==> images/m1.png <==
Supply wires on this layer in gray.
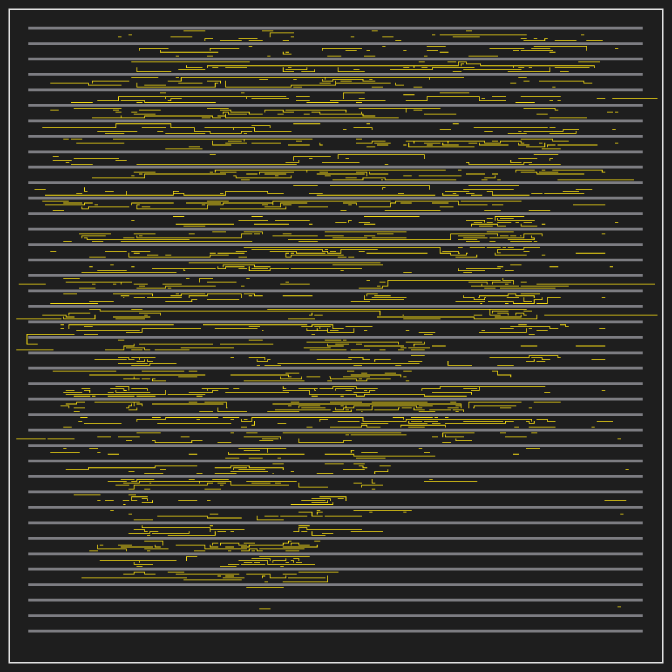
==> images/placed.png <==
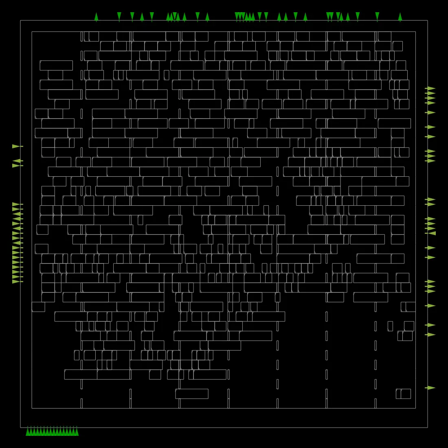
==> images/layers.png <==
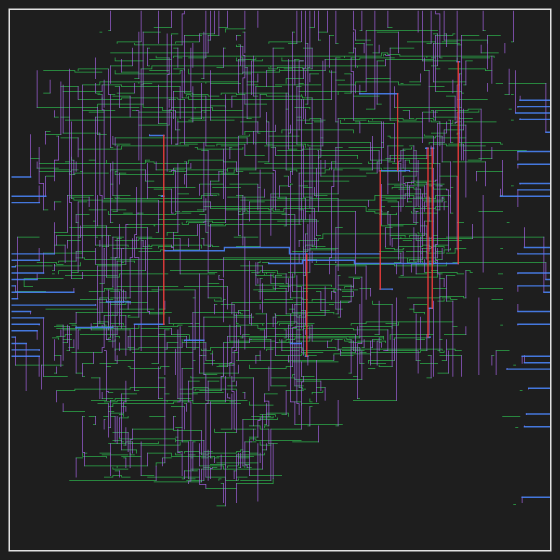
Design seg7_display_ctrl, sky130hd; sources not shown.
==> results.py <==
# Physical implementation metrics
metrics = {
    "run_status": {
        "status": "finished, final reports clean",
    },
    "yosys": {
        "yosys.area_share.xor_xnor_pct": 1.90,
        "synth-main-ff-cell": "dfrtp_1",
        "synth_stat.cells": 383,
        "ys.flops": 87,
        "avgSynthCellArea_um2": 12.0,
        "netlist_instances": 383,
    },
    "final_timing": {
        "finalCritPeriodShare_pct": 96.1,
        "rsz0062_at_grt": "false",
        "slew_headroom_pct": 47.2,
        "fmax_mhz": 449,
        "period_needed_ns": 2.23,
    },
    "route": {
        "via_per_inst": 5.03,
    },
    "layout": {
        "biggestCellCategory": "combinational gates",
        "mostFrequentLayoutCells": "75 x dfrtp_1, 56 x clkdlybuf4s50_1, 33 x mux2_2",
    },
    "grt": {
        "grt_max_degree": 61,
        "grt_first_pass_wirelength_um": 15600,
        "antenna_found_initial": 0,
    },
    "worst_setup_path": {
        "crit_type": "primary input to output port",
        "reg2reg_depth": 9,
    },
    "die": {
        "fp-row-count": 39,
    },
    "pwr": {
        "seq_power_share_pct": 41.8,
        "switchingPower_mw": 1.18,
        "pg_comb_uw": 954,
        "power.group.top": "registers",
        "cellLeakagePower_nw": 2.76,
    },
    "placement": {
        "dpl.hpwl_um": 7040,
    },
}
## Picture notes: m1.png
share of all routed wire: 49%
longest straight run: 49.7 µm
nets with wire on the layer: 456
wire length on this layer: 4720 µm
main direction: horizontal
vias: 3123
met1 global-route usage: 21.4%

## Picture notes: placed.png
n_taps: 143
Filler cells: 1046
fin cells: 621
sequential share of cell area: 37.2%

## Picture notes: layers.png
| color | layer | wire length |
|---|---|---|
| green | M1 | 4720 µm |
| blue | M3 | 395 µm |
| red | M4 | 220 µm |
| purple | M2 | 4350 µm |
overall routing resource usage: 15.1%
Routed WL: 9690 µm
DR WL/cell: 15.6 µm

worst max-delay path, delay by kind of cell:
kind	cells	cell delay [ns]
multiplexers	1	0.35
AND-OR/OR-AND	1	0.19
AND/OR/NAND/NOR	1	0.07
buffers and inverters	2	1.06
layer usage:
layer | share of wire (%) | vias up
li1 | - | 1515
met1 | 49 | 1522
met2 | 45 | 69
met3 | 4.1 | 17
met4 | 2.3 | 0
met5 | 0 | -
stage by stage:
| step | setup slack (ns) | utilization [%] |
|---|---|---|
| 3_5_place_dp | -0.511 | 47.9 |
| 4_1_cts | 0.00525 | 50.9 |
| 3_3_place_gp | -2.19 | 47.7 |
| 2_1_floorplan | 0.270 | - |
| 5_1_grt | 0.0101 | 51.4 |
| 6_report | 0.0905 | 51.4 |
Power and IR drop assume default switching activity.
